met1.png
Bar = 50 µm. Supply wires on this layer in gray.
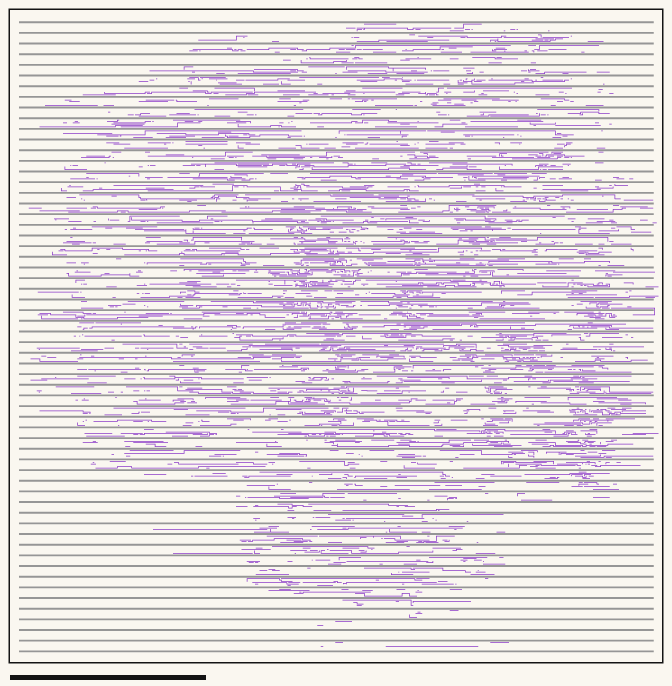
met2.png
Cells faint in the background.
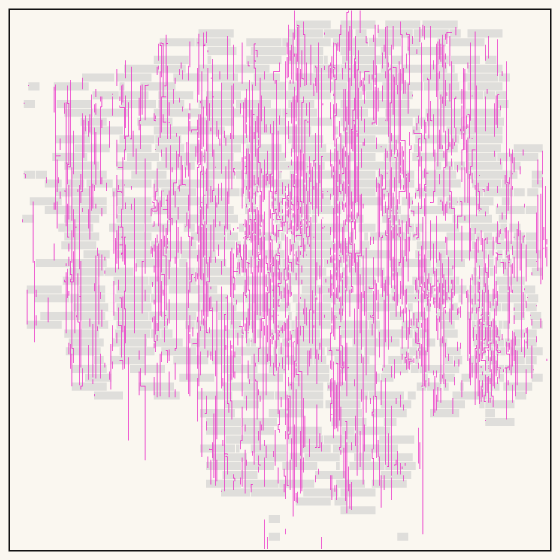
met3.png
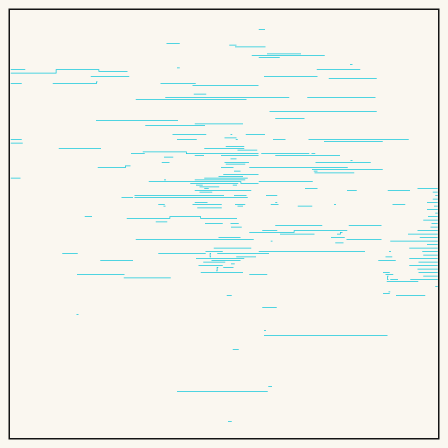
met4.png
Bar = 50 µm. Supply wires on this layer in gray.
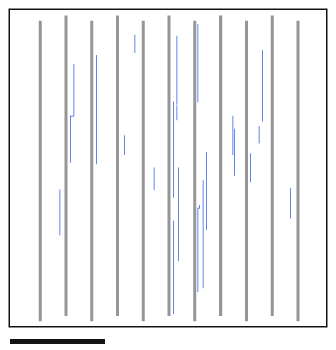
final_congestion.png
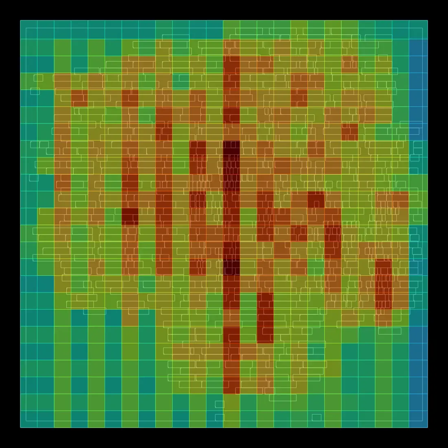
--- config.mk ---
export PLATFORM = sky130hd
export DESIGN_NAME = dist_ram_ctrl_flat
export DESIGN_NICKNAME = d
export VERILOG_FILES = /design/src/rtl/dist_ram_pkg.sv /design/src/rtl/dist_ram_ctrl_if.sv /design/src/rtl/dist_ram.sv /design/src/rtl/dist_ram_ctrl.sv /design/src/flat_wrapper.sv
export SDC_FILE = /design/constraint.sdc
export NUM_CORES = 1
export LEC_CHECK = 0
export CAP_MARGIN = 20
export CORE_MARGIN = 2
export CORE_UTILIZATION = 45
export DETAILED_ROUTE_END_ITERATION = 8
export GPL_ROUTABILITY_DRIVEN = 1
export GPL_TIMING_DRIVEN = 0
export HOLD_SLACK_MARGIN = 0.03
export PLACE_DENSITY = 0.73
export SYNTH_ARGS = -nofsm -noshare
export SYNTH_HDL_FRONTEND = slang
export SYNTH_SLANG_ARGS = --single-unit
--- constraint.sdc ---
create_clock -name clk -period 9.1 [get_ports clk]
set_input_delay 1.82 -clock clk [delete_from_list [all_inputs] [get_ports clk]]
set_output_delay 1.82 -clock clk [all_outputs]
set_load 0.01 [all_outputs]
--- src/rtl/dist_ram_pkg.sv ---
// rtl/dist_ram_pkg.sv - shared types and helpers for the distributed RAM controller
// Contents:
//   ctrl_state_t : burst sequencer states (IDLE, READ, DRAIN)
//   wrap_inc     : pointer increment modulo an arbitrary (non power-of-two) depth
package dist_ram_pkg;

  typedef enum logic [1:0] {
    IDLE  = 2'd0,
    READ  = 2'd1,
    DRAIN = 2'd2
  } ctrl_state_t;

  function automatic int unsigned wrap_inc(input int unsigned ptr, input int unsigned depth);
    if (ptr + 32'd1 >= depth) begin
      return 32'd0;
    end
    return ptr + 32'd1;
  endfunction

endpackage

--- src/rtl/dist_ram_ctrl_if.sv ---
// rtl/dist_ram_ctrl_if.sv - write, burst-control and burst-output bundle of the controller
// Signals:
//   wr_valid/wr_ready/wr_addr/wr_data : single-word write port
//   rd_start/rd_base/rd_len           : burst request (sampled only while idle)
//   rd_busy/rd_done                   : burst status
//   out_valid/out_ready/out_data      : burst data stream to the consumer
// Modports: master = host/loader + consumer side, slave = controller side.
interface dist_ram_ctrl_if #(
  parameter int DATA_WIDTH    = 8,
  parameter int ADDRESS_WIDTH = 5
);

  logic                     wr_valid;
  logic                     wr_ready;
  logic [ADDRESS_WIDTH-1:0] wr_addr;
  logic [DATA_WIDTH-1:0]    wr_data;

  logic                     rd_start;
  logic [ADDRESS_WIDTH-1:0] rd_base;
  logic [ADDRESS_WIDTH:0]   rd_len;
  logic                     rd_busy;
  logic                     rd_done;

  logic                     out_valid;
  logic                     out_ready;
  logic [DATA_WIDTH-1:0]    out_data;

  modport master (
    output wr_valid, wr_addr, wr_data, rd_start, rd_base, rd_len, out_ready,
    input  wr_ready, rd_busy, rd_done, out_valid, out_data
  );

  modport slave (
    input  wr_valid, wr_addr, wr_data, rd_start, rd_base, rd_len, out_ready,
    output wr_ready, rd_busy, rd_done, out_valid, out_data
  );

endinterface

--- src/rtl/dist_ram.sv ---
// rtl/dist_ram.sv - distributed RAM, registered write, combinational read
// Ports:
//   clk      : write clock
//   write_en : write strobe
//   in_addr  : write address (out-of-range addresses are ignored)
//   data_in  : write data
//   out_addr : read address
//   data_out : read data (zero for out-of-range addresses)
// Contents are never cleared.
module dist_ram #(
  parameter int DATA_WIDTH    = 8,
  parameter int DATA_DEPTH    = 32,
  parameter int ADDRESS_WIDTH = 5
) (
  input  logic                     clk,
  input  logic                     write_en,
  input  logic [ADDRESS_WIDTH-1:0] in_addr,
  input  logic [DATA_WIDTH-1:0]    data_in,
  input  logic [ADDRESS_WIDTH-1:0] out_addr,
  output logic [DATA_WIDTH-1:0]    data_out
);

  localparam logic [ADDRESS_WIDTH:0] DEPTH_W = (ADDRESS_WIDTH + 1)'(DATA_DEPTH);

  logic [DATA_WIDTH-1:0] mem_q [DATA_DEPTH];

  always_ff @(posedge clk) begin
    if (write_en && ({1'b0, in_addr} < DEPTH_W)) begin
      mem_q[in_addr] <= data_in;
    end
  end

  always_comb begin
    data_out = '0;
    if ({1'b0, out_addr} < DEPTH_W) begin
      data_out = mem_q[out_addr];
    end
  end

endmodule

--- src/rtl/dist_ram_ctrl.sv ---
// rtl/dist_ram_ctrl.sv - sequences single-word writes and wrapping burst reads of one dist_ram
// Ports:
//   clk   : clock, rising edge
//   rst_n : asynchronous active-low reset
//   bus   : dist_ram_ctrl_if.slave (write port, burst control/status, burst output stream)
// Writes that would land on a word the running burst has not yet loaded are stalled,
// so a burst returns its range as it stood when the burst was accepted.
module dist_ram_ctrl
  import dist_ram_pkg::*;
#(
  parameter int DATA_WIDTH    = 8,
  parameter int DATA_DEPTH    = 32,
  parameter int ADDRESS_WIDTH = 5
) (
  input  logic              clk,
  input  logic              rst_n,
  dist_ram_ctrl_if.slave    bus
);

  localparam logic [ADDRESS_WIDTH:0] DEPTH_W = (ADDRESS_WIDTH + 1)'(DATA_DEPTH);

  ctrl_state_t              state_q,     state_d;
  logic [ADDRESS_WIDTH-1:0] rd_ptr_q,    rd_ptr_d;
  logic [ADDRESS_WIDTH:0]   remaining_q, remaining_d;
  logic                     out_valid_q, out_valid_d;
  logic [DATA_WIDTH-1:0]    out_data_q,  out_data_d;
  logic                     rd_done_q,   rd_done_d;
  logic                     rd_busy_q,   rd_busy_d;

  logic [DATA_WIDTH-1:0]    ram_rdata;
  logic                     ram_we;
  logic [ADDRESS_WIDTH:0]   len_eff;
  logic [ADDRESS_WIDTH:0]   wr_addr_w;
  logic [ADDRESS_WIDTH:0]   rd_ptr_w;
  logic [ADDRESS_WIDTH:0]   win_off;
  logic                     wr_in_range;
  logic                     in_window;
  logic                     load;

  assign len_eff     = (bus.rd_len > DEPTH_W) ? DEPTH_W : bus.rd_len;
  assign wr_addr_w   = {1'b0, bus.wr_addr};
  assign rd_ptr_w    = {1'b0, rd_ptr_q};
  assign wr_in_range = (wr_addr_w < DEPTH_W);

  // Distance of the write address ahead of the read pointer, modulo depth.
  // Words at distance < remaining have not been loaded yet.
  assign win_off   = (wr_addr_w >= rd_ptr_w) ? (wr_addr_w - rd_ptr_w)
                                             : (wr_addr_w + DEPTH_W - rd_ptr_w);
  assign in_window = (state_q == READ) && wr_in_range && (win_off < remaining_q);

  assign bus.wr_ready = !in_window;
  assign ram_we       = bus.wr_valid && !in_window && wr_in_range;

  // Output register is free when empty or being consumed this cycle.
  assign load = (state_q == READ) && (!out_valid_q || bus.out_ready);

  dist_ram #(
    .DATA_WIDTH   (DATA_WIDTH),
    .DATA_DEPTH   (DATA_DEPTH),
    .ADDRESS_WIDTH(ADDRESS_WIDTH)
  ) u_ram (
    .clk     (clk),
    .write_en(ram_we),
    .in_addr (bus.wr_addr),
    .data_in (bus.wr_data),
    .out_addr(rd_ptr_q),
    .data_out(ram_rdata)
  );

  always_comb begin
    state_d     = state_q;
    rd_ptr_d    = rd_ptr_q;
    remaining_d = remaining_q;
    out_valid_d = out_valid_q;
    out_data_d  = out_data_q;
    rd_done_d   = 1'b0;

    unique case (state_q)
      IDLE: begin
        if (bus.rd_start) begin
          if (len_eff == '0) begin
            rd_done_d = 1'b1;
          end else begin
            rd_ptr_d    = bus.rd_base;
            remaining_d = len_eff;
            state_d     = READ;
          end
        end
      end
      READ: begin
        if (load) begin
          out_data_d  = ram_rdata;
          out_valid_d = 1'b1;
          rd_ptr_d    = ADDRESS_WIDTH'(wrap_inc(32'(rd_ptr_q), 32'(DATA_DEPTH)));
          remaining_d = remaining_q - 1'b1;
          if (remaining_q == (ADDRESS_WIDTH + 1)'(1)) begin
            state_d = DRAIN;
          end
        end
      end
      DRAIN: begin
        if (out_valid_q && bus.out_ready) begin
          out_valid_d = 1'b0;
          rd_done_d   = 1'b1;
          state_d     = IDLE;
        end
      end
      default: begin
        state_d = IDLE;
      end
    endcase

    rd_busy_d = (state_d != IDLE);
  end

  always_ff @(posedge clk or negedge rst_n) begin
    if (!rst_n) begin
      state_q     <= IDLE;
      rd_ptr_q    <= '0;
      remaining_q <= '0;
      out_valid_q <= 1'b0;
      out_data_q  <= '0;
      rd_done_q   <= 1'b0;
      rd_busy_q   <= 1'b0;
    end else begin
      state_q     <= state_d;
      rd_ptr_q    <= rd_ptr_d;
      remaining_q <= remaining_d;
      out_valid_q <= out_valid_d;
      out_data_q  <= out_data_d;
      rd_done_q   <= rd_done_d;
      rd_busy_q   <= rd_busy_d;
    end
  end

  assign bus.out_valid = out_valid_q;
  assign bus.out_data  = out_data_q;
  assign bus.rd_done   = rd_done_q;
  assign bus.rd_busy   = rd_busy_q;

endmodule

--- src/flat_wrapper.sv ---
// flat-port wrapper written by rule: the top's interface ports become plain ports
module dist_ram_ctrl_flat import dist_ram_pkg::*;
#(
  parameter int DATA_WIDTH    = 8,
  parameter int DATA_DEPTH    = 32,
  parameter int ADDRESS_WIDTH = 5
)
  (clk, rst_n, bus_wr_valid, bus_wr_addr, bus_wr_data, bus_rd_start, bus_rd_base, bus_rd_len, bus_out_ready, bus_wr_ready, bus_rd_busy, bus_rd_done, bus_out_valid, bus_out_data);
  dist_ram_ctrl_if #(.DATA_WIDTH(DATA_WIDTH), .ADDRESS_WIDTH(ADDRESS_WIDTH)) bus_i ();
  input  logic clk;
  input  logic rst_n;
  input wire logic [$bits(bus_i.wr_valid)-1:0] bus_wr_valid;
  input wire logic [$bits(bus_i.wr_addr)-1:0] bus_wr_addr;
  input wire logic [$bits(bus_i.wr_data)-1:0] bus_wr_data;
  input wire logic [$bits(bus_i.rd_start)-1:0] bus_rd_start;
  input wire logic [$bits(bus_i.rd_base)-1:0] bus_rd_base;
  input wire logic [$bits(bus_i.rd_len)-1:0] bus_rd_len;
  input wire logic [$bits(bus_i.out_ready)-1:0] bus_out_ready;
  output wire logic [$bits(bus_i.wr_ready)-1:0] bus_wr_ready;
  output wire logic [$bits(bus_i.rd_busy)-1:0] bus_rd_busy;
  output wire logic [$bits(bus_i.rd_done)-1:0] bus_rd_done;
  output wire logic [$bits(bus_i.out_valid)-1:0] bus_out_valid;
  output wire logic [$bits(bus_i.out_data)-1:0] bus_out_data;
  assign bus_i.wr_valid = bus_wr_valid;
  assign bus_i.wr_addr = bus_wr_addr;
  assign bus_i.wr_data = bus_wr_data;
  assign bus_i.rd_start = bus_rd_start;
  assign bus_i.rd_base = bus_rd_base;
  assign bus_i.rd_len = bus_rd_len;
  assign bus_i.out_ready = bus_out_ready;
  assign bus_wr_ready = bus_i.wr_ready;
  assign bus_rd_busy = bus_i.rd_busy;
  assign bus_rd_done = bus_i.rd_done;
  assign bus_out_valid = bus_i.out_valid;
  assign bus_out_data = bus_i.out_data;
  dist_ram_ctrl #(.DATA_WIDTH(DATA_WIDTH), .DATA_DEPTH(DATA_DEPTH), .ADDRESS_WIDTH(ADDRESS_WIDTH)) u_core (.clk(clk), .rst_n(rst_n), .bus(bus_i));
endmodule
==> flow_metrics.env <==
# physical design summary
export IMPL_setup_tns_ns=0
export IMPL_nClkBuffers=34
export IMPL_edf_count=256
export IMPL_drt_first_pass_iters=4
export IMPL_postSynthCellCount=694
export IMPL_fmax_mhz=128
export IMPL_drcViolationCount=0
export IMPL_grt_ovfl_total=0
export IMPL_cts_hold_buf=0
export IMPL_leakage_uw=0.00472
export IMPL_largest_class="flip-flops and latches"
export IMPL_hold_slack_ns=0.477
export IMPL_flop_count=280
export IMPL_met2_length_um=12400
export IMPL_floorplan_nets=737
export IMPL_multiInputCombCellCount=360
export IMPL_portBuffers=40
export IMPL_wl_met3_um=2020
export IMPL_yosysWarningCount=0
export IMPL_seq_area_um2=8290
export IMPL_drive_gt1_frac=0.158
export IMPL_ff_type="edfxtp_1"
export IMPL_yosys_stat_cells=694
export IMPL_start_kind="input port"
export IMPL_syn_area_um2=11900
export IMPL_insertion_delay_ns=0.56
export IMPL_cts_sinks=280
export IMPL_setup_viol=0
export IMPL_area_share_nonclk_buffers=0.0664
export IMPL_tapcell_inserted=335
export IMPL_clock_skew_final_ns=0.0138
export IMPL_placed_cells=1073
export IMPL_rrSetupSlack_ns=4.34
export IMPL_die_size_y_um=166
export IMPL_comb_cell_share=0.233
export IMPL_top_layer_used="met4"
export IMPL_synth_top_area_share=0.648
export IMPL_status="complete, no violations"
export IMPL_max_clock_path_buffers=3
export IMPL_grt_use_met3=0.0291
export IMPL_worstHoldStart="u_core.bus.out_data[3]$_DFFE_PN0P_"
export IMPL_fill_cells=2042
export IMPL_ys_seq_frac=0.699
export IMPL_final_hold_viol_count=0
export IMPL_die_area_um2=27700
About met1.png:
The layer holds 43% of the routed length. The longest straight run is 46.7 µm. The wires run mostly horizontal. 769 nets have wire on it. The layer carries 11600 µm of wire.
met1 usage: 0.274
Via Count: 6724
DRT Wirelength: 26700 µm

About met2.png:
The layer carries 12400 µm of wire. 711 nets have wire on it. The layer holds 47% of the routed length. The longest straight run is 65.6 µm. The wires run mostly vertical.
met2 GRT Util: 0.305

About met3.png:
The longest straight run is 47.8 µm. The wires run mostly horizontal. The layer carries 2020 µm of wire.

About met4.png:
16 nets have wire on it. The layer carries 664 µm of wire. The longest straight run is 57.1 µm. The layer holds 2.5% of the routed length. The wires run mostly vertical.

About final_congestion.png:
All-Layer GR Usage: 0.191
final core occ: 0.533
drt wl/cell: 23.5 µm
busiest grt layer: met2

-- state kept, by name (all words and copies together) (netlist names) --
register              flops
u_core.bus.out_data       8
u_core.bus.out_valid      1
u_core.bus.rd_busy        1
u_core.bus.rd_done        1
u_core.rd_ptr_q           5
u_core.remaining_q        6
u_core.state_q            2
u_core.u_ram.mem_q      256
-- cell families (layout without fill, tap and decap cells) --
group	count (synthesis)	in the layout	synth area share
DFF	280	280	0.699
AOI/OAI and AO/OA	149	149	0.0839
muxes	106	106	0.135
and+or+nand+nor	88	88	0.0360
buffers and inverters	54	159	0.0283
adders and majority gates	14	14	0.0154
xor gates and xnor gates	3	3	0.00222
-- where the power goes --
group	total [µW]	switching [µW]	internal, µW
sequential	1520	44.3	1470
combinational	1430	820	615
clock	1170	491	674
total	4120	1360	2760
-- synth_stat cells (all sizes together), types with 4 or more instances --
master	count
mux4	40
clkbuf	15
inv	15
a22oi	17
o21a	4
nor2	16
buf	24
a2bb2oi	6
dfrtp	24
edfxtp	256
nor3b	6
a21oi	63
a221oi	10
nor3	5
nand2	41
ha	13
a2111oi	6
mux2	6
mux2i	60
a21o	8
o21ai	16
-- worst max-delay path: cells and delay by family --
family / cells / cell delay, ns
buffers and inverters: 5 / 1.67
AOI/OAI and AO/OA: 2 / 1.05
adders and majority gates: 3 / 0.80
and+or+nand+nor: 3 / 0.66
-- per-stage QoR --
| step | total power (µW) | worst slack (ns) | instance area (µm²) |
|---|---|---|---|
| 2_1_floorplan | 2510 | 3.08 | 11900 |
| 3_3_place_gp | 2930 | 1.36 | 12700 |
| 3_5_place_dp | 2960 | 1.33 | 12800 |
| 4_1_cts | 4120 | 1.32 | 13700 |
| 5_1_grt | 4290 | 1.09 | 13900 |
| 6_report | 4120 | 1.28 | 13900 |
Power is estimated from default activity; no workload was simulated.
